==> config.mk <==
export PLATFORM = sky130hd
export DESIGN_NAME = scale_fifo_reader_flat
export DESIGN_NICKNAME = d
export VERILOG_FILES = /design/src/rtl/scale_fifo_reader_if.sv /design/src/rtl/scale_fifo_reader.sv /design/src/flat_wrapper.sv
export SDC_FILE = /design/constraint.sdc
export NUM_CORES = 1
export LEC_CHECK = 0
export CAP_MARGIN = 40
export CELL_PAD_IN_SITES_DETAIL_PLACEMENT = 0
export CELL_PAD_IN_SITES_GLOBAL_PLACEMENT = 2
export CORE_AREA = 3 3 129 131
export DETAILED_ROUTE_END_ITERATION = 6
export DIE_AREA = 0 0 132 134
export PLACE_DENSITY_LB_ADDON = 0.1
export SLEW_MARGIN = 20
export SYNTH_ARGS = -nofsm -noshare
export SYNTH_HDL_FRONTEND = slang
export SYNTH_SLANG_ARGS = --single-unit
==> constraint.sdc <==
create_clock -name rd_clk -period 4.3 [get_ports rd_clk]
set_clock_uncertainty 0.2 [all_clocks]
set_input_delay 0.86 -clock rd_clk [delete_from_list [all_inputs] [get_ports rd_clk]]
set_output_delay 0.86 -clock rd_clk [all_outputs]
set_load 0.02 [all_outputs]
==> src/rtl/scale_fifo_reader_if.sv <==
// Bus bundle for scale_fifo_reader.
// Carries the FIFO read port and the outgoing valid/ready pixel stream.
//   master : the reader. Drives fifo_rd_en and the m_* stream, and
//            receives FIFO data/flags and m_ready.
//   slave  : the environment (FIFO plus downstream stage).
interface scale_fifo_reader_if #(
  parameter int DATA_WIDTH = 16
);
  logic                  fifo_rd_en;
  logic [DATA_WIDTH-1:0] fifo_rd_data;
  logic                  fifo_rd_empty;
  logic                  fifo_almost_empty;
  logic                  m_valid;
  logic                  m_ready;
  logic [DATA_WIDTH-1:0] m_data;
  logic                  m_sof;
  logic                  m_eol;
  logic                  m_eof;

  modport master (
    output fifo_rd_en, m_valid, m_data, m_sof, m_eol, m_eof,
    input  fifo_rd_data, fifo_rd_empty, fifo_almost_empty, m_ready
  );

  modport slave (
    input  fifo_rd_en, m_valid, m_data, m_sof, m_eol, m_eof,
    output fifo_rd_data, fifo_rd_empty, fifo_almost_empty, m_ready
  );
endinterface

==> src/rtl/scale_fifo_reader.sv <==
// Read-side consumer of the scaler async FIFO (rd_clk domain only).
// Pulls pixels from the FIFO (1-cycle read latency), stages them in a
// 2-entry skid buffer and presents them as a valid/ready stream with
// start-of-frame / end-of-line / end-of-frame markers.
// Ports:
//   rd_clk, rd_rst_n  clock, async active-low reset
//   frame_start       pulse, arms one frame when idle
//   frame_abort       pulse, abandons the current frame
//   bus (master)      FIFO read port + m_* output stream
//   busy              high while a frame is running
//   frame_done        1-cycle pulse after the last pixel is accepted
//   starve_cnt        saturating count of starvation cycles
module scale_fifo_reader #(
  parameter int DATA_WIDTH = 16,
  parameter int H_ACTIVE   = 1280,
  parameter int V_ACTIVE   = 720,
  parameter int CNT_W      = 12
) (
  input  logic        rd_clk,
  input  logic        rd_rst_n,
  input  logic        frame_start,
  input  logic        frame_abort,
  scale_fifo_reader_if.master bus,
  output logic        busy,
  output logic        frame_done,
  output logic [15:0] starve_cnt
);

  localparam int TOTAL = H_ACTIVE * V_ACTIVE;
  localparam int ISS_W = $clog2(TOTAL + 1);

  typedef enum logic [1:0] {IDLE, RUN, DONE} state_t;

  state_t                state, state_nx;
  logic [1:0]            occ;
  logic                  pend;
  logic [DATA_WIDTH-1:0] sb_head, sb_tail;
  logic [CNT_W-1:0]      pix_cnt, line_cnt;
  logic [ISS_W-1:0]      issued;

  logic       run, pop, wr, rd_en, all_issued, last_pix, last_line, valid;
  logic [2:0] level;
  logic       unused_ok;

  // Almost-empty is a status flag only; it plays no part in issue.
  assign unused_ok = &{1'b0, bus.fifo_almost_empty};

  assign run        = (state == RUN);
  assign valid      = (occ != 2'd0);
  assign pop        = valid & bus.m_ready;
  assign all_issued = (issued == ISS_W'(TOTAL));
  assign last_pix   = (pix_cnt == CNT_W'(H_ACTIVE - 1));
  assign last_line  = (line_cnt == CNT_W'(V_ACTIVE - 1));

  // Entries the buffer will hold after this edge, counting the read in
  // flight. pop implies occ>=1, so this never underflows.
  assign level = {1'b0, occ} + {2'b00, pend} - {2'b00, pop};
  assign rd_en = run & ~bus.fifo_rd_empty & (level <= 3'd1) & ~all_issued;

  // Data of an in-flight read is dropped once the frame is abandoned.
  assign wr = pend & run & ~frame_abort;

  assign bus.fifo_rd_en = rd_en;
  assign bus.m_valid    = valid;
  assign bus.m_data     = sb_head;
  assign bus.m_sof      = valid & (pix_cnt == '0) & (line_cnt == '0);
  assign bus.m_eol      = valid & last_pix;
  assign bus.m_eof      = valid & last_pix & last_line;

  assign busy       = run;
  assign frame_done = (state == DONE);

  always_comb begin
    state_nx = state;
    case (state)
      IDLE: if (frame_start) state_nx = RUN;
      RUN: begin
        if (frame_abort)                          state_nx = IDLE;
        else if (pop & last_pix & last_line)      state_nx = DONE;
      end
      DONE:    state_nx = IDLE;
      default: state_nx = IDLE;
    endcase
  end

  always_ff @(posedge rd_clk or negedge rd_rst_n) begin
    if (!rd_rst_n) state <= IDLE;
    else           state <= state_nx;
  end

  // Read pipeline and skid buffer (head = oldest entry).
  always_ff @(posedge rd_clk or negedge rd_rst_n) begin
    if (!rd_rst_n) begin
      pend    <= 1'b0;
      occ     <= 2'd0;
      sb_head <= '0;
      sb_tail <= '0;
    end else begin
      pend <= rd_en;
      if (run & frame_abort) begin
        occ <= 2'd0;
      end else begin
        case ({wr, pop})
          2'b10: begin
            if (occ == 2'd0) sb_head <= bus.fifo_rd_data;
            else             sb_tail <= bus.fifo_rd_data;
            occ <= occ + 2'd1;
          end
          2'b01: begin
            sb_head <= sb_tail;
            occ     <= occ - 2'd1;
          end
          2'b11: begin
            if (occ == 2'd1) begin
              sb_head <= bus.fifo_rd_data;
            end else begin
              sb_head <= sb_tail;
              sb_tail <= bus.fifo_rd_data;
            end
          end
          default: ;
        endcase
      end
    end
  end

  // Position of the head pixel and count of reads issued this frame.
  always_ff @(posedge rd_clk or negedge rd_rst_n) begin
    if (!rd_rst_n) begin
      pix_cnt  <= '0;
      line_cnt <= '0;
      issued   <= '0;
    end else if (state == IDLE) begin
      pix_cnt  <= '0;
      line_cnt <= '0;
      issued   <= '0;
    end else if (run) begin
      issued <= issued + {{(ISS_W-1){1'b0}}, rd_en};
      if (pop) begin
        if (last_pix) begin
          pix_cnt  <= '0;
          line_cnt <= last_line ? '0 : line_cnt + CNT_W'(1);
        end else begin
          pix_cnt <= pix_cnt + CNT_W'(1);
        end
      end
    end
  end

  // Starvation: downstream is ready, nothing to give it, and the frame
  // still owes pixels. Only reset clears the count.
  always_ff @(posedge rd_clk or negedge rd_rst_n) begin
    if (!rd_rst_n)
      starve_cnt <= '0;
    else if (run & ~valid & bus.m_ready & ~all_issued & (starve_cnt != 16'hFFFF))
      starve_cnt <= starve_cnt + 16'd1;
  end

endmodule
==> src/flat_wrapper.sv <==
// flat-port wrapper written by rule: the top's interface ports become plain ports
module scale_fifo_reader_flat 
#(
  parameter int DATA_WIDTH = 16,
  parameter int H_ACTIVE   = 1280,
  parameter int V_ACTIVE   = 720,
  parameter int CNT_W      = 12
)
  (rd_clk, rd_rst_n, frame_start, frame_abort, busy, frame_done, starve_cnt, bus_fifo_rd_en, bus_m_valid, bus_m_data, bus_m_sof, bus_m_eol, bus_m_eof, bus_fifo_rd_data, bus_fifo_rd_empty, bus_fifo_almost_empty, bus_m_ready);
  scale_fifo_reader_if #(.DATA_WIDTH(DATA_WIDTH)) bus_i ();
  input  logic rd_clk;
  input  logic rd_rst_n;
  input  logic frame_start;
  input  logic frame_abort;
  output logic busy;
  output logic frame_done;
  output logic [15:0] starve_cnt;
  output wire logic [$bits(bus_i.fifo_rd_en)-1:0] bus_fifo_rd_en;
  output wire logic [$bits(bus_i.m_valid)-1:0] bus_m_valid;
  output wire logic [$bits(bus_i.m_data)-1:0] bus_m_data;
  output wire logic [$bits(bus_i.m_sof)-1:0] bus_m_sof;
  output wire logic [$bits(bus_i.m_eol)-1:0] bus_m_eol;
  output wire logic [$bits(bus_i.m_eof)-1:0] bus_m_eof;
  input wire logic [$bits(bus_i.fifo_rd_data)-1:0] bus_fifo_rd_data;
  input wire logic [$bits(bus_i.fifo_rd_empty)-1:0] bus_fifo_rd_empty;
  input wire logic [$bits(bus_i.fifo_almost_empty)-1:0] bus_fifo_almost_empty;
  input wire logic [$bits(bus_i.m_ready)-1:0] bus_m_ready;
  assign bus_fifo_rd_en = bus_i.fifo_rd_en;
  assign bus_m_valid = bus_i.m_valid;
  assign bus_m_data = bus_i.m_data;
  assign bus_m_sof = bus_i.m_sof;
  assign bus_m_eol = bus_i.m_eol;
  assign bus_m_eof = bus_i.m_eof;
  assign bus_i.fifo_rd_data = bus_fifo_rd_data;
  assign bus_i.fifo_rd_empty = bus_fifo_rd_empty;
  assign bus_i.fifo_almost_empty = bus_fifo_almost_empty;
  assign bus_i.m_ready = bus_m_ready;
  scale_fifo_reader #(.DATA_WIDTH(DATA_WIDTH), .H_ACTIVE(H_ACTIVE), .V_ACTIVE(V_ACTIVE), .CNT_W(CNT_W)) u_core (.rd_clk(rd_clk), .rd_rst_n(rd_rst_n), .frame_start(frame_start), .frame_abort(frame_abort), .bus(bus_i), .busy(busy), .frame_done(frame_done), .starve_cnt(starve_cnt));
endmodule
==> flow_metrics.env <==
# implementation run metrics
export IMPL_drv_slew=0
export IMPL_outcome="complete, no violations"
export IMPL_h_tree_depth=3
export IMPL_ant_nets=0
export IMPL_max_slew_margin_pct=41.9
export IMPL_peakVddDrop_mv=0.254
export IMPL_nets=603
export IMPL_place_hpwl_um=8140
export IMPL_fill_cells=1561
export IMPL_pwr_density_cell_mw_per_mm2=470
export IMPL_power_leakage_nw=2.72
export IMPL_wl_met3_um=396
export IMPL_yosys_cells=489
export IMPL_place_area_sq_mm=0.00594
export IMPL_io_buffers=60
export IMPL_io_pins=62
export IMPL_grt_busiest_layer="met2"
export IMPL_crit_chain="inv_1 > ha_1 > nand2b_1 > clkinv_2 > ha_1 > inv_1 > ha_1 > inv_1 > fa_2 > xor2_2 > nor4b_4 > buf_4 > buf_2"
export IMPL_crit_family="adder cells"
export IMPL_clk_latency_ns=0.35
export IMPL_cts_tree="yes"
final timing paths:
path	from	end	slack, ns	cells after the start
max in group asynchronous	rd_rst_n	u_core.starve_cnt[1]	2.81	3
min	rd_rst_n	u_core.issued[14]	0.23	1
max reg2reg	u_core.occ[1]	u_core.issued[18]	0.36	20
max	u_core.occ[1]	bus_fifo_rd_en	0.31	13
min in group rd_clk	u_core.bus.m_data[9]	u_core.bus.m_data[9]	0.28	2
min reg2reg	u_core.bus.m_data[9]	u_core.bus.m_data[9]	0.28	2
metrics by stage:
| step | setup TNS, ns | hold slack [ns] | worst slack (ns) | utilization, % | total power [mW] |
|---|---|---|---|---|---|
| floorplan | 0 | 0.237 | 0.103 | - | 1.80 |
| global placement | -2.60 | 0.261 | -0.315 | 37.7 | 2.19 |
| detailed placement | -2.67 | 0.270 | -0.315 | 37.8 | 2.22 |
| CTS | 0 | 0.286 | 0.0272 | 39.6 | 3.01 |
| global route | 0 | 0.258 | 0.103 | 40.1 | 3.16 |
| finish | 0 | 0.227 | 0.310 | 40.1 | 2.97 |
power groups by stage:
stage	clock network, mW	registers (mW)	logic (mW)
floorplan	0	1.32	0.487
global placement	0	1.23	0.955
detailed placement	0	1.24	0.978
CTS	0.808	1.22	0.980
global route	0.841	1.24	1.08
finish	0.770	1.22	0.976
cell families after synthesis:
group,after synthesis,share of synthesized area [%]
fa+ha+maj,12,3.19
xor+xnor,36,6.38
buf+inv,36,3.01
flops,97,49.2
simple gates,196,20.0
compound gates,72,9.60
mux,40,8.66
cell type report:
class	count	share of cell area, %
clock buffers	9	3.57
clock inverters	7	0.853
inverters	16	0.972
multi-input cells	356	38.8
flip-flops and latches	97	38.5
well taps	216	4.28
repair buffers	88	13.1
==> images/density.png <==
Scale bar: 50 um. The die is cut into 13 by 13 equal tiles; dark blue is low, red is high, 0 to 100% covered.
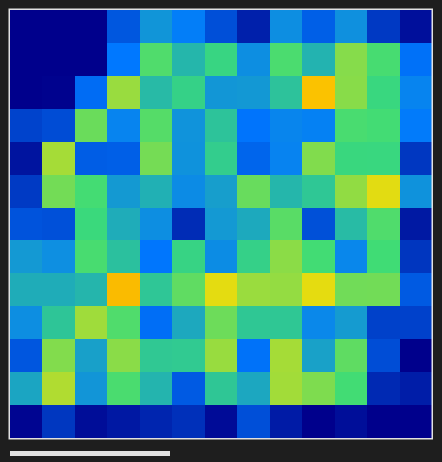
- emptiest ninth of the die: upper left
- fullest tile: 79%
- nearly empty tiles: 7.7%
- tiles over 75% full: 1.2%
- mean over tiles: 34%
core area: 0.0157 sq mm
fin util: 40.1%
FP Util: 31.4%

==> images/cell_classes.png <==
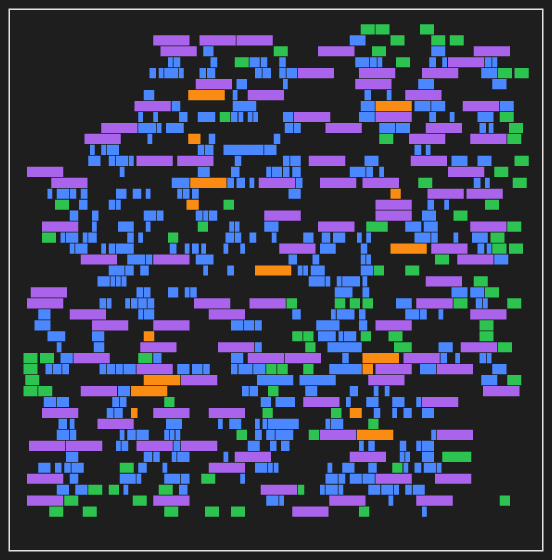
- flops: purple (cells 97)
- other buffers and delay cells: green (cells 88)
- clock drivers and dummy loads: orange (cells 16)
- all other logic: blue (cells 372)

==> images/drive_strength.png <==
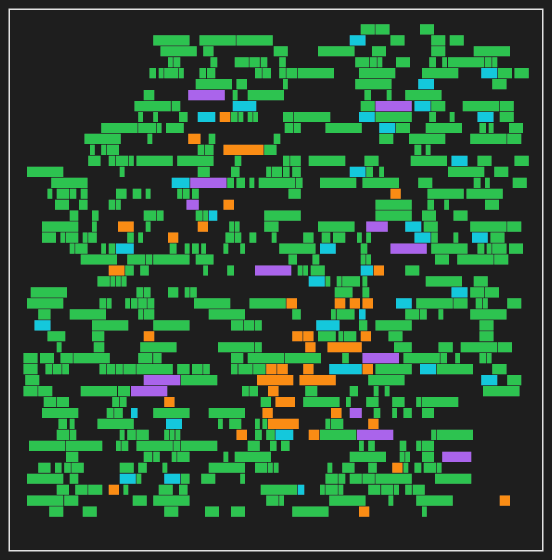
- drive 1 or less: green (cells 487; share 85%; most used dfrtp_1)
- drive 6 and up: purple (cells 13; share 2.3%; most used clkbuf_16)
- drive 3 to 4: orange (cells 39; share 6.8%; most used buf_4)
- drive 2: cyan (cells 34; share 5.9%; most used mux2_2)

==> images/wire_density.png <==
Scale bar: 50 um. The die is cut into 26 by 27 equal tiles; dark blue is low, red is high, scaled to the fullest tile. Values are wire area over tile area, all layers added.
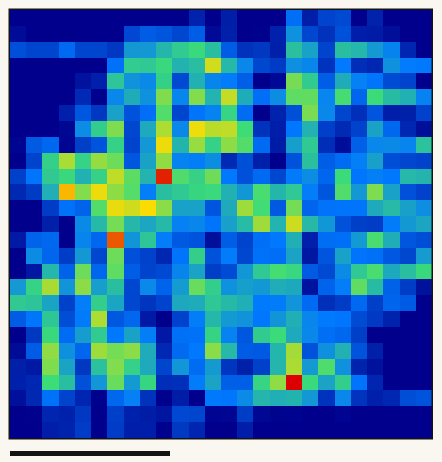
- fullest tile: 0.42
- nearly empty tiles: 17%
- mean over tiles: 0.10
Tot GR Track Use: 13.7%
DR WL/cell: 14.8 um
DR vias: 3,812

Power figures rest on the tool's default switching activity, not on a simulated workload.
